route_heat.png
18 x 19 tiles, from black (low) to pale yellow (high), scaled to the fullest tile. Values are wire area over tile area, all layers added.
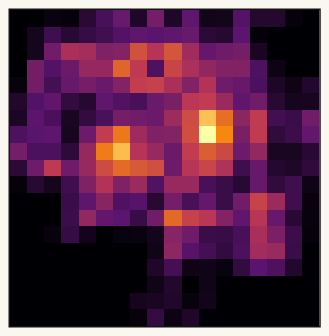
gates.png
Scale bar: 20 µm.
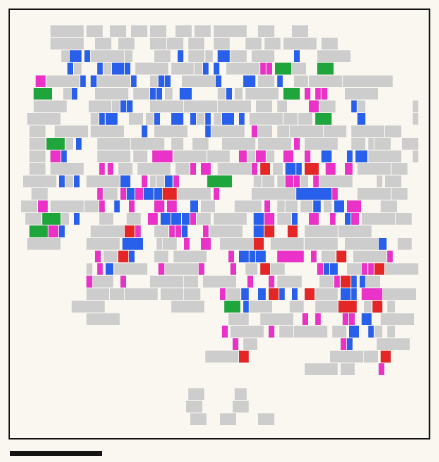
clock_wires.png
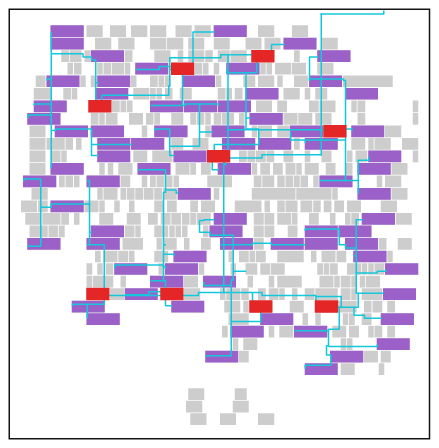
placed.png
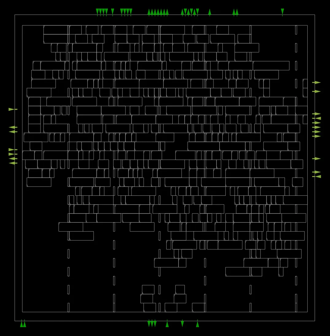
==> config.mk <==
export PLATFORM = sky130hd
export DESIGN_NAME = redpitaya_pll_drp_ctrl
export DESIGN_NICKNAME = d
export VERILOG_FILES = /design/src/rtl/redpitaya_pll_drp_ctrl_pkg.sv /design/src/rtl/redpitaya_drp_access.sv /design/src/rtl/redpitaya_pll_drp_ctrl.sv
export SDC_FILE = /design/constraint.sdc
export NUM_CORES = 1
export LEC_CHECK = 0
export CORE_AREA = 2 2 89 91
export CTS_CLUSTER_DIAMETER = 200
export DETAILED_ROUTE_END_ITERATION = 7
export DIE_AREA = 0 0 91 93
export GPL_ROUTABILITY_DRIVEN = 1
export PLACE_DENSITY = 0.79
export SYNTH_ARGS = -nofsm -noshare
export SYNTH_HDL_FRONTEND = slang
export SYNTH_SLANG_ARGS = --single-unit
==> constraint.sdc <==
create_clock -name adc_clk_i -period 5.65 [get_ports adc_clk_i]
set_clock_uncertainty 0.05 [all_clocks]
set_input_delay 1.13 -clock adc_clk_i [delete_from_list [all_inputs] [get_ports adc_clk_i]]
set_output_delay 1.13 -clock adc_clk_i [all_outputs]
set_load 0.1 [all_outputs]
==> src/rtl/redpitaya_pll_drp_ctrl_pkg.sv <==
// Shared definitions for the PLL CLKOUT3 reprogramming controller:
// FSM encoding, DRP register addresses, keep masks and divider fields.
package redpitaya_pll_drp_ctrl_pkg;

    typedef enum logic [3:0] {
        ST_IDLE      = 4'd0,
        ST_HOLD_RST  = 4'd1,
        ST_RD_REQ    = 4'd2,
        ST_RD_WAIT   = 4'd3,
        ST_WR_REQ    = 4'd4,
        ST_WR_WAIT   = 4'd5,
        ST_RELEASE   = 4'd6,
        ST_WAIT_LOCK = 4'd7,
        ST_ERROR     = 4'd8
    } state_t;

    localparam logic [6:0]  DRP_ADDR_CLKREG1 = 7'h0E;
    localparam logic [6:0]  DRP_ADDR_CLKREG2 = 7'h0F;
    localparam logic [15:0] KEEP_CLKREG1     = 16'hF000;
    localparam logic [15:0] KEEP_CLKREG2     = 16'hFF3F;
    // ClkReg1 field: high_time[11:6], low_time[5:0]
    localparam logic [15:0] FIELD_DIV4       = {4'h0, 6'd2, 6'd2};
    localparam logic [15:0] FIELD_DIV2       = {4'h0, 6'd1, 6'd1};
    localparam logic [15:0] FIELD_CLKREG2    = 16'h0000;

    function automatic logic [6:0] entry_addr(input logic idx);
        return idx ? DRP_ADDR_CLKREG2 : DRP_ADDR_CLKREG1;
    endfunction

    function automatic logic [15:0] entry_wdata(input logic idx, input logic sel,
                                                input logic [15:0] rdata);
        logic [15:0] keep;
        logic [15:0] field;
        keep  = idx ? KEEP_CLKREG2 : KEEP_CLKREG1;
        field = idx ? FIELD_CLKREG2 : (sel ? FIELD_DIV2 : FIELD_DIV4);
        return (rdata & keep) | field;
    endfunction

endpackage

==> src/rtl/redpitaya_drp_access.sv <==
// Single DRP read or write: registered DEN/DWE/address/data, then a bounded
// wait for DRDY. Only one access may be outstanding at a time.
module redpitaya_drp_access #(
    parameter int DRDY_TIMEOUT = 63
) (
    input  logic        i_clk,
    input  logic        i_rst,
    input  logic        i_start,
    input  logic        i_we,
    input  logic [6:0]  i_addr,
    input  logic [15:0] i_di,
    input  logic [15:0] i_drp_do,
    input  logic        i_drp_drdy,
    output logic [6:0]  o_drp_daddr,
    output logic [15:0] o_drp_di,
    output logic        o_drp_den,
    output logic        o_drp_dwe,
    output logic        o_done,
    output logic        o_timeout,
    output logic [15:0] o_rdata
);

    logic        r_den;
    logic        r_dwe;
    logic        r_pend;
    logic [6:0]  r_addr;
    logic [15:0] r_di;
    logic [15:0] r_rdata;
    logic [15:0] r_cnt;
    logic        w_done;
    logic        w_timeout;
    logic        w_issue;

    assign w_done    = r_pend & i_drp_drdy;
    assign w_timeout = r_pend & ~i_drp_drdy & (r_cnt == 16'(DRDY_TIMEOUT));
    // A new access may start in the same cycle the previous one completes.
    assign w_issue   = i_start & ~r_den & (~r_pend | w_done);

    always_ff @(posedge i_clk) begin
        if (i_rst) begin
            r_den   <= 1'b0;
            r_dwe   <= 1'b0;
            r_pend  <= 1'b0;
            r_addr  <= '0;
            r_di    <= '0;
            r_rdata <= '0;
            r_cnt   <= '0;
        end else begin
            r_den <= w_issue;
            r_dwe <= w_issue & i_we;
            if (w_issue) begin
                r_addr <= i_addr;
            end
            if (w_issue && i_we) begin
                r_di <= i_di;
            end
            if (r_den) begin
                r_pend <= 1'b1;
                r_cnt  <= '0;
            end else if (w_done || w_timeout) begin
                r_pend <= 1'b0;
            end else if (r_pend) begin
                r_cnt <= r_cnt + 16'd1;
            end
            if (w_done) begin
                r_rdata <= i_drp_do;
            end
        end
    end

    assign o_drp_daddr = r_addr;
    assign o_drp_di    = r_di;
    assign o_drp_den   = r_den;
    assign o_drp_dwe   = r_dwe;
    assign o_done      = w_done;
    assign o_timeout   = w_timeout;
    // Bypass so the write data can be formed in the cycle DRDY arrives.
    assign o_rdata     = w_done ? i_drp_do : r_rdata;

endmodule

==> src/rtl/redpitaya_pll_drp_ctrl.sv <==
// Reprograms the PLL CLKOUT3 divider over DRP: hold PLL reset, read-modify-write
// ClkReg1/ClkReg2, release reset and wait for LOCKED.
module redpitaya_pll_drp_ctrl
    import redpitaya_pll_drp_ctrl_pkg::*;
#(
    parameter int LOCK_TIMEOUT = 65535,
    parameter int DRDY_TIMEOUT = 63,
    parameter int RST_HOLD     = 15
) (
    input  logic        adc_clk_i,
    input  logic        adc_rst_i,
    input  logic        req_i,
    input  logic        sel_i,
    input  logic        pll_locked_i,
    input  logic [15:0] drp_do_i,
    input  logic        drp_drdy_i,
    output logic        pll_rst_o,
    output logic [6:0]  drp_daddr_o,
    output logic [15:0] drp_di_o,
    output logic        drp_den_o,
    output logic        drp_dwe_o,
    output logic        busy_o,
    output logic        done_o,
    output logic        err_o,
    output logic        dsp_rst_o
);

    state_t      r_state;
    state_t      w_state_next;
    logic [15:0] r_cnt;
    logic        r_sel;
    logic        r_idx;
    logic        w_idx_next;
    logic        r_err;
    logic        r_done;
    logic        r_pll_rst;
    logic        r_dsp_rst;
    logic        w_busy;
    logic        w_start;
    logic        w_we;
    logic        w_acc_done;
    logic        w_acc_timeout;
    logic [15:0] w_rdata;
    logic        w_hold_next;

    always_comb begin
        w_state_next = r_state;
        w_idx_next   = r_idx;
        case (r_state)
            ST_IDLE:      if (req_i) w_state_next = ST_HOLD_RST;
            ST_HOLD_RST: begin
                if (r_cnt == 16'(RST_HOLD)) begin
                    w_state_next = ST_RD_REQ;
                    w_idx_next   = 1'b0;
                end
            end
            ST_RD_REQ:    w_state_next = ST_RD_WAIT;
            ST_RD_WAIT: begin
                if (w_acc_done)         w_state_next = ST_WR_REQ;
                else if (w_acc_timeout) w_state_next = ST_ERROR;
            end
            ST_WR_REQ:    w_state_next = ST_WR_WAIT;
            ST_WR_WAIT: begin
                if (w_acc_done) begin
                    if (!r_idx) begin
                        w_state_next = ST_RD_REQ;
                        w_idx_next   = 1'b1;
                    end else begin
                        w_state_next = ST_RELEASE;
                    end
                end else if (w_acc_timeout) begin
                    w_state_next = ST_ERROR;
                end
            end
            ST_RELEASE:   w_state_next = ST_WAIT_LOCK;
            ST_WAIT_LOCK: begin
                if (pll_locked_i)                         w_state_next = ST_IDLE;
                else if (r_cnt == 16'(LOCK_TIMEOUT))      w_state_next = ST_ERROR;
            end
            ST_ERROR:     w_state_next = ST_IDLE;
            default:      w_state_next = ST_IDLE;
        endcase
    end

    assign w_busy  = (r_state != ST_IDLE) && (r_state != ST_ERROR);
    assign w_start = (w_state_next == ST_RD_REQ) || (w_state_next == ST_WR_REQ);
    assign w_we    = (w_state_next == ST_WR_REQ);
    // PLL stays in reset from HOLD_RST through the last DRP write.
    assign w_hold_next = (w_state_next == ST_HOLD_RST) || (w_state_next == ST_RD_REQ)
                      || (w_state_next == ST_RD_WAIT)  || (w_state_next == ST_WR_REQ)
                      || (w_state_next == ST_WR_WAIT);

    always_ff @(posedge adc_clk_i) begin
        if (adc_rst_i) begin
            r_state   <= ST_IDLE;
            r_cnt     <= '0;
            r_sel     <= 1'b0;
            r_idx     <= 1'b0;
            r_err     <= 1'b0;
            r_done    <= 1'b0;
            r_pll_rst <= 1'b1;
            r_dsp_rst <= 1'b1;
        end else begin
            r_state   <= w_state_next;
            r_idx     <= w_idx_next;
            r_cnt     <= (w_state_next != r_state) ? 16'd0 : r_cnt + 16'd1;
            if (r_state == ST_IDLE && req_i) begin
                r_sel <= sel_i;
                r_err <= 1'b0;
            end else if (w_state_next == ST_ERROR) begin
                r_err <= 1'b1;
            end
            r_done    <= (r_state == ST_WAIT_LOCK) && pll_locked_i;
            r_pll_rst <= w_hold_next;
            r_dsp_rst <= w_busy | ~pll_locked_i;
        end
    end

    redpitaya_drp_access #(
        .DRDY_TIMEOUT (DRDY_TIMEOUT)
    ) u_drp_access (
        .i_clk       (adc_clk_i),
        .i_rst       (adc_rst_i),
        .i_start     (w_start),
        .i_we        (w_we),
        .i_addr      (entry_addr(w_idx_next)),
        .i_di        (entry_wdata(r_idx, r_sel, w_rdata)),
        .i_drp_do    (drp_do_i),
        .i_drp_drdy  (drp_drdy_i),
        .o_drp_daddr (drp_daddr_o),
        .o_drp_di    (drp_di_o),
        .o_drp_den   (drp_den_o),
        .o_drp_dwe   (drp_dwe_o),
        .o_done      (w_acc_done),
        .o_timeout   (w_acc_timeout),
        .o_rdata     (w_rdata)
    );

    assign pll_rst_o = r_pll_rst;
    assign busy_o    = w_busy;
    assign done_o    = r_done;
    assign err_o     = r_err;
    assign dsp_rst_o = r_dsp_rst;

endmodule

==> results_slide.txt <==
Flow Results at a Glance

Setup path
  • R2r endpoint: u_drp_access.o_drp_daddr[0]
  • Crit path depth: 8
  • CP top delay family: simple AND/OR/NAND/NOR gates
  • Crit path capture: u_drp_access.o_drp_daddr[0]
  • Worst stage delay on the critical path: 0.52 ns
  • Worst Path Required: 5.84 ns
  • R2R setup slack: 2.73 ns
  • CP Capture Type: register
  • Critical R2R Launch: r_cnt[0]
  • CP max-delay cell: clkdlybuf4s50_1
  • Startpoint types: primary input
  • Crit-path cells: clkdlybuf4s50_1 > nand2_1 > or2_2 > a221oi_1 > a21o_1 > nand4_4 > o41ai_2 > mux2_4
  • Max Fanout on Critical Path: 27
  • Number of buffer and inverter stages on the critical path: 1
  • Crit Path Class: primary input to register
  • Critical Path AT: 4.01 ns
  • Worst Setup SP: drp_drdy_i
  • FF-to-FF path depth: 8

Clock tree
  • Late-Pin Clk Latency: 0.35 ns
  • Clk slew on worst S/H paths: 0.08 ns
  • Cts hold-fix bufs: 0
  • Post-CTS Setup Inserts: 0
  • H-tree depth: 3
  • CTS tree: yes
  • Clock sinks: 77
  • CTS buffer count: 9
  • Clock buffer depth: 2
  • Clock root cell: clkbuf_8
  • PostCTS Resize Cnt: 0

Floorplanning
  • Ports: 52
  • Fp util: 44.0%
  • Die y size: 93 µm
  • Row cnt: 32
  • Chip Area: 8460 µm²
  • Die X: 91 µm
  • Core Box Area: 7530 µm²

Synthesis
  • Avg Inst Size Synth: 8.77 µm²
  • Async S/R FF share, synth: 0%
  • Biggest area cells: dfxtp_1 47%, nor2_1 6.3%, nand2_1 5.9%
  • Mux share: 3.32%
  • Yosys stat cell total: 378
  • Synth Register Bits: 77
  • Count leader, synth: dfxtp_1
  • Cells after synthesis: 378
  • Simple share: 28.5%
  • Post-synth top area cell: dfxtp_1
  • Chip area in the Yosys report: 3310 µm²
  • Post-Synthesis Cell Area: 3310 µm²
  • Cell Type Count: 50
  • Dominant flop cell: dfxtp_1
  • Synth warn: 0
  • Largest family of logic cells by area: simple AND/OR/NAND/NOR gates
  • Top area contributor share: 46.5%
  • AND-OR/OR-AND Cells, Area Fraction: 9.74%
  • EDFF count, synth: 0
  • Adder Area Share: 0.755%
  • Register area share after synthesis: 46.5%
  • Commonest cells post-synth: 77 x dfxtp_1, 56 x nor2_1, 52 x nand2_1
  • XOR/XNOR Area Share: 7.14%

Timing
  • Min cycle time layout: 3.82 ns
  • Slew @ Worst Pin: 1.01 ns
  • Setup violators final: 0
  • Final hold viol count: 0
  • Hold_ws: 0.407 ns
  • RSZ-0062 raised after global routing: no
  • Fmax: 262 MHz
  • Period utilization: 67.6%
  • Max-slew violations: 0
  • Setup_tns: 0 ns
  • Relative slew slack: 32.3%

Worst hold path
  • Worst min path class: register to register
  • HP Start: r_cnt[0]
  • Hold depth: 1
  • Hold worst-path end: r_cnt[0]

Placed design
  • GPL Wtd Cong: 0.895
  • Cell Area, Placed: 3810 µm²
  • DPL Wire Length: 4.68 mm
  • Input/output buffers: 46

Final layout
  • NumNets Final: 441
  • Synthesis-to-layout area growth: 21.2%
  • Share of cells above drive strength 1: 8.77%
  • Post-route cell area: 4020 µm²
  • Antenna fix cells: 0

Run
  • OpenROAD warnings: 28
  • Max Cap Viol: 0

Global routing
  • Vias in the first global route: 2560
  • Pin count of the biggest net entering global routing: 47
  • Met1 usage: 19.6%
  • GR Util met3: 6.29%
  • GRT met2 Usage: 29.0%
  • Global-route wire length before repair: 11.5 mm
  • GRT busiest layer: met2
  • Initial antenna violation count: 0
  • Gr ovfl total: 0

Routing
  • Top Metal Used: met4
  • Met3 WL: 346 µm
  • DR DRC count: 0
  • DR WL met2: 3.33 mm
  • TritonRoute pass-1 iters: 4
  • Starting DRT DRC Count: 122
  • WL met1: 2.91 mm
  • Vias/cell: 5.15
  • Antenna Violating Nets Remaining: 0

Power and ir drop
  • Lkg Pwr: 0.00141 µW
  • PwrDens: 259 nW/µm²
  • Pwr Total: 1040 µW
  • Worst vdd ir: 165 µV

Status
  • Status: completed
About route_heat.png:
nearly empty tiles = 27%
mean over tiles = 0.13
densest ninth of the die = center
emptiest ninth of the die = lower left
fullest tile = 0.62
tiles over half the peak = 9.4%
DR vias: 2697
final WL: 6.70 mm
all-layer global routing usage: 16.9%
WL per Instance: 12.8 µm

About gates.png:
nor cells -> magenta  # cells 80
and/or cells -> red  # cells 18
nand cells -> blue  # cells 89
mux cells -> green  # cells 10

About clock_wires.png:
clock wires -> cyan  # length 888 µm
clock-net drivers -> red  # count 9
flip-flops -> purple  # count 77
routed clock nets = 10

About placed.png:
flop count: 77
fin util: 53.4%
Final Non-Filler Cells: 524
fillers: 723
sequential share of cell area: 38.4%

==> metrics by stage <==
step	setup slack [ns]	std cells
finish	1.83	524
global route	1.59	524
CTS	1.86	524
detailed placement	1.48	508
global placement	1.50	508
floorplan	2.72	380
==> flip-flops by register name, summed over array words and instances, names as in the netlist <==
signal and cells:
err_o 1, u_drp_access.r_cnt 16, u_drp_access.o_drp_dwe 1, dsp_rst_o 1
r_cnt 16, u_drp_access.r_pend 1, done_o 1, u_drp_access.o_drp_di 16
pll_rst_o 1, u_drp_access.o_drp_daddr 2, u_drp_access.o_drp_den 1, r_idx 1
r_state 4, u_drp_access.r_rdata 14, r_sel 1
==> cells in the final DEF (no fill, tap or decap), drive strengths merged, types with 2 or more instances in the layout <==
master	instances
a211o	2
a21oi	21
a221oi	2
and2	3
and3	4
and4	3
clkbuf	10
clkdlybuf4s50	46
clkinv	2
clkinvlp	2
conb	3
dfxtp	77
ha	2
inv	6
mux2	5
mux2i	5
nand2	52
nand2b	6
nand3	12
nand3b	9
nand4	10
nor2	56
nor2b	12
nor3	6
nor4	5
o21ai	13
or2	3
or3	5
xnor2	11
xor2	16
==> report_power, final <==
part | leakage [µW] | switching (µW) | internal [µW] | total, µW
Clock | 0.0000991 | 208 | 219 | 427
Combinational | 0.000690 | 41.7 | 22.1 | 63.8
Sequential | 0.000621 | 2.48 | 545 | 548
Total | 0.00141 | 252 | 786 | 1040
==> final cells by class <==
class                   instances  area, µm²  share of cell area, %
multi-input cells             277       1650                   41.1
flip-flops and latches         77       1540                   38.4
repair buffers                 47        468                   11.7
clock buffers                  10        138                   3.43
well taps                     102        128                   3.18
clock inverters                 6       71.3                   1.78
inverters                       5       18.8                  0.467
Power is estimated from default activity; no workload was simulated.
